Fig. 1: floorplan with the power grid
Bar = 20 um. Pins as bars on the die edge.
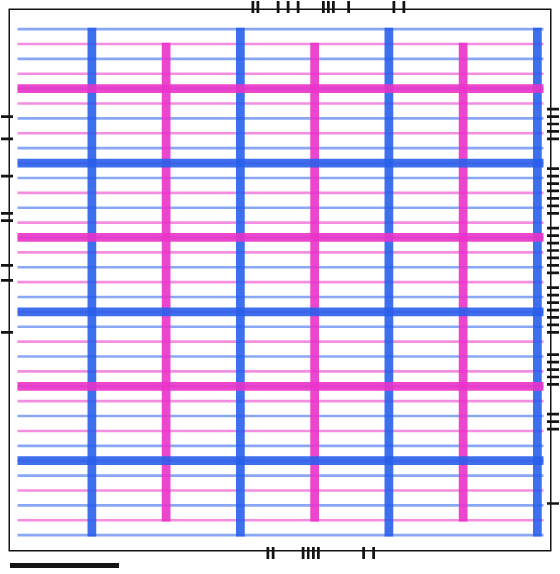
Fig. 2: placement by cell class
Bar = 20 um.
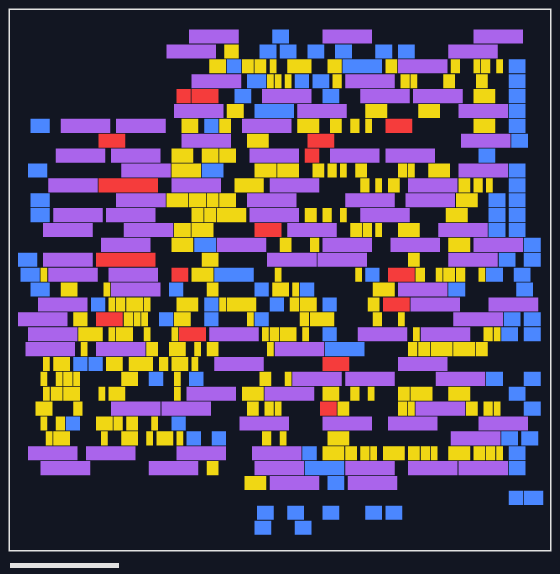
Fig. 3: clock distribution
Bar = 20 um.
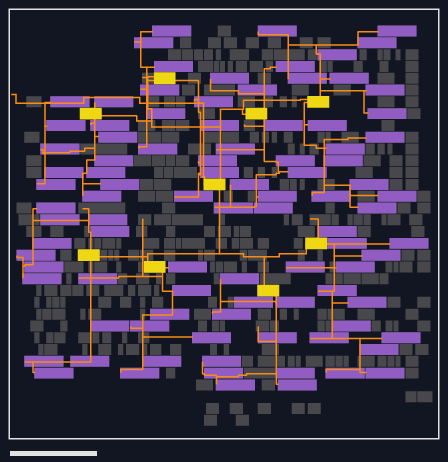
Fig. 4: signal wires by layer
Two of the layers only.
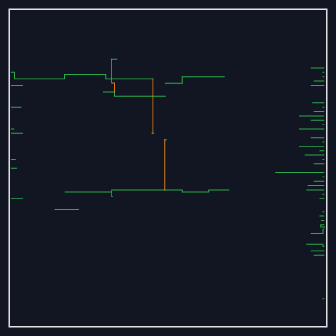
`config.mk`:
```
export PLATFORM = sky130hd
export DESIGN_NAME = switch_word_input
export DESIGN_NICKNAME = d
export VERILOG_FILES = /design/src/rtl/switch_word_input_pkg.sv /design/src/rtl/switch_word_input_debouncer.sv /design/src/rtl/switch_word_input.sv
export SDC_FILE = /design/constraint.sdc
export NUM_CORES = 1
export LEC_CHECK = 0
export CORE_UTILIZATION = 40
export DETAILED_ROUTE_END_ITERATION = 16
export HOLD_SLACK_MARGIN = 0.03
export PLACE_DENSITY = 0.65
export REMOVE_ABC_BUFFERS = 1
export SKIP_LAST_GASP = 1
export SYNTH_ARGS = -nofsm -noshare
export SYNTH_HDL_FRONTEND = slang
export SYNTH_SLANG_ARGS = --single-unit
```
`constraint.sdc`:
```
create_clock -name clock -period 1.88 [get_ports clock]
set_clock_uncertainty 0.1 [all_clocks]
set_input_delay 0.564 -clock clock [delete_from_list [all_inputs] [get_ports clock]]
set_output_delay 0.564 -clock clock [all_outputs]
set_load 0.02 [all_outputs]
```
`src/rtl/switch_word_input_pkg.sv`:
```
// Shared widths and press-detector state encoding
// for the switch word input path.
package switch_word_input_pkg;

  localparam int WORD_W          = 24;
  localparam int DIGIT_W         = 6;
  localparam int DIGITS_PER_WORD = 4;

  typedef enum logic {
    IDLE = 1'b0,
    HELD = 1'b1
  } press_state_t;

endpackage

```
`src/rtl/switch_word_input_debouncer.sv`:
```
// Two-flop synchroniser plus one shared debounce
// counter for a vector of raw board inputs.
module input_debouncer #(
  parameter int DEBOUNCE_CYCLES = 1000000,
  parameter int CNT_W           = 20,
  parameter int WIDTH           = 7
) (
  input  logic             clock,
  input  logic             reset,
  input  logic [WIDTH-1:0] raw,
  output logic [WIDTH-1:0] stable
);

  logic [WIDTH-1:0] s1;
  logic [WIDTH-1:0] s2;
  logic [CNT_W-1:0] cnt;

  localparam logic [CNT_W-1:0] CNT_LAST =
    CNT_W'(DEBOUNCE_CYCLES - 1);

  always_ff @(posedge clock or negedge reset) begin
    if (!reset) begin
      s1     <= '0;
      s2     <= '0;
      stable <= '0;
      cnt    <= '0;
    end else begin
      s1 <= raw;
      s2 <= s1;
      // Counter survives changes among differing values; it only
      // restarts once s2 falls back to the accepted level.
      if (s2 == stable) begin
        cnt <= '0;
      end else if (cnt == CNT_LAST) begin
        stable <= s2;
        cnt    <= '0;
      end else begin
        cnt <= cnt + 1'b1;
      end
    end
  end

endmodule

```
`src/rtl/switch_word_input.sv`:
```
// Operator input path: debounced LOAD presses shift switch
// digits into a word handed to the CPU via Valid/Ack.
module switch_word_input
  import switch_word_input_pkg::*;
#(
  parameter int DEBOUNCE_CYCLES = 1000000,
  parameter int CNT_W           = 20
) (
  input  logic              clock,
  input  logic              reset,
  input  logic [DIGIT_W-1:0] switch,
  input  logic              load,
  input  logic              ack,
  output logic [WORD_W-1:0] data,
  output logic              valid,
  output logic [WORD_W-1:0] preview,
  output logic [1:0]        digits,
  output logic              overrun
);

  logic [DIGIT_W:0]  stable_vec;
  logic              stable_load;
  logic [DIGIT_W-1:0] stable_sw;
  press_state_t      state;
  logic              press;
  logic              word_done;
  logic [WORD_W-1:0] shifted;

  input_debouncer #(
    .DEBOUNCE_CYCLES(DEBOUNCE_CYCLES),
    .CNT_W          (CNT_W),
    .WIDTH          (DIGIT_W + 1)
  ) u_deb (
    .clock (clock),
    .reset (reset),
    .raw   ({load, switch}),
    .stable(stable_vec)
  );

  assign stable_load = stable_vec[DIGIT_W];
  assign stable_sw   = stable_vec[DIGIT_W-1:0];

  assign press     = (state == IDLE) && stable_load;
  assign word_done = press &&
                     (digits == 2'(DIGITS_PER_WORD - 1));
  assign shifted   = {preview[WORD_W-DIGIT_W-1:0], stable_sw};

  always_ff @(posedge clock or negedge reset) begin
    if (!reset) begin
      state   <= IDLE;
      data    <= '0;
      valid   <= 1'b0;
      preview <= '0;
      digits  <= '0;
      overrun <= 1'b0;
    end else begin
      unique case (1'b1)
        (state == IDLE): if (stable_load)  state <= HELD;
        (state == HELD): if (!stable_load) state <= IDLE;
        default:         state <= IDLE;
      endcase

      if (valid && ack) valid <= 1'b0;

      if (press) begin
        if (word_done) begin
          digits  <= '0;
          preview <= '0;
          // An Ack in this cycle frees the slot for the new word.
          if (!valid || ack) begin
            data  <= shifted;
            valid <= 1'b1;
          end else begin
            overrun <= 1'b1;
          end
        end else begin
          digits  <= digits + 2'd1;
          preview <= shifted;
        end
      end
    end
  end

endmodule

```
==> results.toml <==
# generated from flow reports
[sta]
tightestPinTransition_ns = 0.429
setup_viol = 7
period_minus_slack_ns = 1.94
hold_slack_ns = 0.253
totalNegativeSetupSlack_ns = -0.290
final.setup.worst_slack_ns = -0.0626
maxSlewViolCount = 0
relSlewSlack_pct = 71.1
fin_crit_sh_pct = 103
fmax_mhz = 515
hold_viol = 0
rsz0062_at_grt = "true"

[placement]
post-place-ws_ns = -0.122
port_buffers = 61
placed_area_um2 = 4720
hpwl_mm = 4.54
place_inst = 496
place.gp.congestion = 0.782

[final_layout]
comb_area_um2 = 1350
area_delta_synth_final_pct = 31.9
final-instance-count-excl-fill = 514
diodes = 0
drive_gt1_share_pct = 22.4
final.fill_count = 798
final_design_area_no_fill_um2 = 4930
fin_nets = 413
flop_area_um2 = 2350

[setup_path]
path_cells = "ha_2, inv_2, or3_4, and4b_2, buf_6, mux2_2"
cp_slowest_cell = "dfrtp_1"
worstReg2RegEnd = "u_deb.stable[1]$_DFFE_PN0P_"
cp_data_arrival_time_ns = 2.08
crit_required_ns = 2.02
worstSetupEndpointType = "flop"
crit_start = "u_deb.cnt[0]$_DFF_PN0_"
cp-endpoint = "u_deb.stable[1]$_DFFE_PN0P_"
r2r_slack_ns = -0.06
worst_r2r_path_depth = 6
critPathMaxStageDelay_ns = 0.36
worstPathMaxFanout = 3
reg2reg_from = "u_deb.cnt[0]$_DFF_PN0_"
critPathKind = "flop to flop"
worstSetupStartpointType = "flop"

[logic_synthesis]
most_common_cell = "dfrtp_1"
syn_inst = 310
ys_chip_area_um2 = 3740
yosysWarnings = 0
ys.flops = 94
netlist_area_um2 = 3740
synth_seq_share_pct = 62.9
ys_cells = 310
common_cells = "94 x dfrtp_1, 37 x nand2_1, 29 x mux2_2"
topCellsByArea = "dfrtp_1 63%, mux2_2 8.7%, nand2b_1 4.2%, nand2_1 3.7%, xor2_1 3.5%"
synth_area_per_cell_um2 = 12.1
top_cell_area_share_pct = 62.9
ff_type = "dfrtp_1"
synthDistinctLibCells = 30
edf_count = 0
yosys.area.top_type = "dfrtp_1"
ys_async_sr_fraction_pct = 100

[floorplan]
initial_core_util_pct = 42.1
fp.dieW_um = 98.7
rows = 34
num_io_pins = 62
die_area_um2 = 9740

[pwr]
leakagePower_nw = 2.51
power_mw = 3.96
power_density_nw_per_um2 = 804

[clocking]
clock-sinks = 94
ctsHoldBuffers = 1
h-tree-depth = 3
cts.root.buffer_cell = "clkbuf_8"
cts_resized = 56
cts_tree = "yes"
cts_buffers = 9
clk_pin_slew_ns = 0.08
postCtsSetupBuffers = 1
cts_buffer_depth = 2

[job]
maxCapViolCount = 0
warning_count = 27

[detailed_routing]
highest_layer = "met4"
ant_nets = 0
dr_wl_met3_um = 282
wl_met2_mm = 3.06
wl_met1_mm = 3.24
drtPass1Iterations = 4
drc_errors = 0
vias_per_cell = 4.76
drt_iter0_markers = 88

[worst_hold_path]
hold_path.class = "flop to flop"
min_from = "u_deb.s1[1]$_DFF_PN0_"
whs_endpoint = "u_deb.s2[1]$_DFF_PN0_"
hold_path_depth = 0

[grt]
overflow = 0
grt_use_met2_pct = 23.5
grt_pass1_wl_mm = 11.2
met1_usage_pct = 20.1
grt_pass1_vias = 2324
top_usage_layer = "met2"
grt_max_degree = 50
grtUsageMet3_pct = 4.54
antenna_found_initial = 0

[run_status]
status = "complete, but fails checks"
violations = "setup timing"
Back to the opening pictures, Fig. 1:
- VDD: magenta
- VSS: blue
- met4 straps: 7
- signal pins: 62
- met1 rails: 35
- rows: 34
peak supply drop: 604 uV
die height: 98.7 um

Back to the opening pictures, Fig. 2:
- clock drivers and dummy loads: red (cells 16)
- remaining logic cells: yellow (cells 203)
- remaining buffers and delay cells: blue (cells 93)
- registers: purple (cells 94)
flop share of the area: 47.7%
Util after Layout: 55.5%
core box area: 8890 um2

Back to the opening pictures, Fig. 3:
- clock wires: orange (length 994 um)
- flip-flops: purple (count 94)
- clock-net drivers: yellow (count 9)
- flops lie: widely spread
clock group total power: 1.48 mW
Clock Power Share: 37.3%
Worst-Skew Late Latency: 0.36 ns

Back to the opening pictures, Fig. 4:
- M3: green (wire length 283 um)
- M4: orange (wire length 43.8 um)
Global Route Usage Sum: 14.9%
WL final: 6.62 mm
WL/cell: 12.9 um
routed vias: 2,448

==> sequential cells by signal, indices dropped and copies added (netlist names) <==
register,flops
overrun,1
digits,2
state,1
u_deb.s1,7
preview,24
u_deb.s2,7
data,24
u_deb.stable,7
valid,1
u_deb.cnt,20
==> cell families after synthesis <==
kind of cell / Yosys count / share of synthesized area (%)
buf+inv: 15 / 1.71
xor+xnor: 25 / 5.85
simple gates: 116 / 15.5
fa+ha+maj: 2 / 0.669
compound gates: 27 / 3.85
flops: 94 / 62.9
mux: 31 / 9.53
==> placed cells by master, fill, tap and decap left out, types with 3 or more instances in the layout <==
master / synthesis / routed
nand3_1: 9 / 9
xor2_1: 15 / 15
buf_4: 1 / 25
nand2_1: 37 / 36
clkbuf_8: 0 / 10
buf_12: 0 / 5
dlygate4sd2_1: 0 / 52
mux2_4: 2 / 3
mux2_2: 29 / 28
nor2_1: 25 / 24
nand2b_1: 25 / 24
o21ai_0: 24 / 24
xnor2_1: 10 / 10
nor4_1: 4 / 3
clkdlybuf4s50_1: 0 / 8
dfrtp_1: 94 / 94
==> power by group <==
group	internal, mW	switching (mW)	total (mW)
clock	0.792	0.685	1.48
combinational	0.172	0.152	0.325
sequential	2.10	0.0585	2.16
total	3.07	0.896	3.96
==> layout make-up <==
type / instances / area share (%)
inverters: 2 / 0.152
flip-flops and latches: 94 / 47.7
repair buffers: 93 / 17.4
clock inverters: 6 / 1.88
clock buffers: 10 / 2.79
multi-input cells: 201 / 27.4
well taps: 108 / 2.74
==> worst max-delay path: cells and delay by family (launching register included) <==
family,cells,cell delay [ns]
and+or+nand+nor,2,0.70
DFF,1,0.36
muxes,1,0.32
adders and majority gates,1,0.19
buffers and inverters,2,0.16
Power figures rest on the tool's default switching activity, not on a simulated workload.
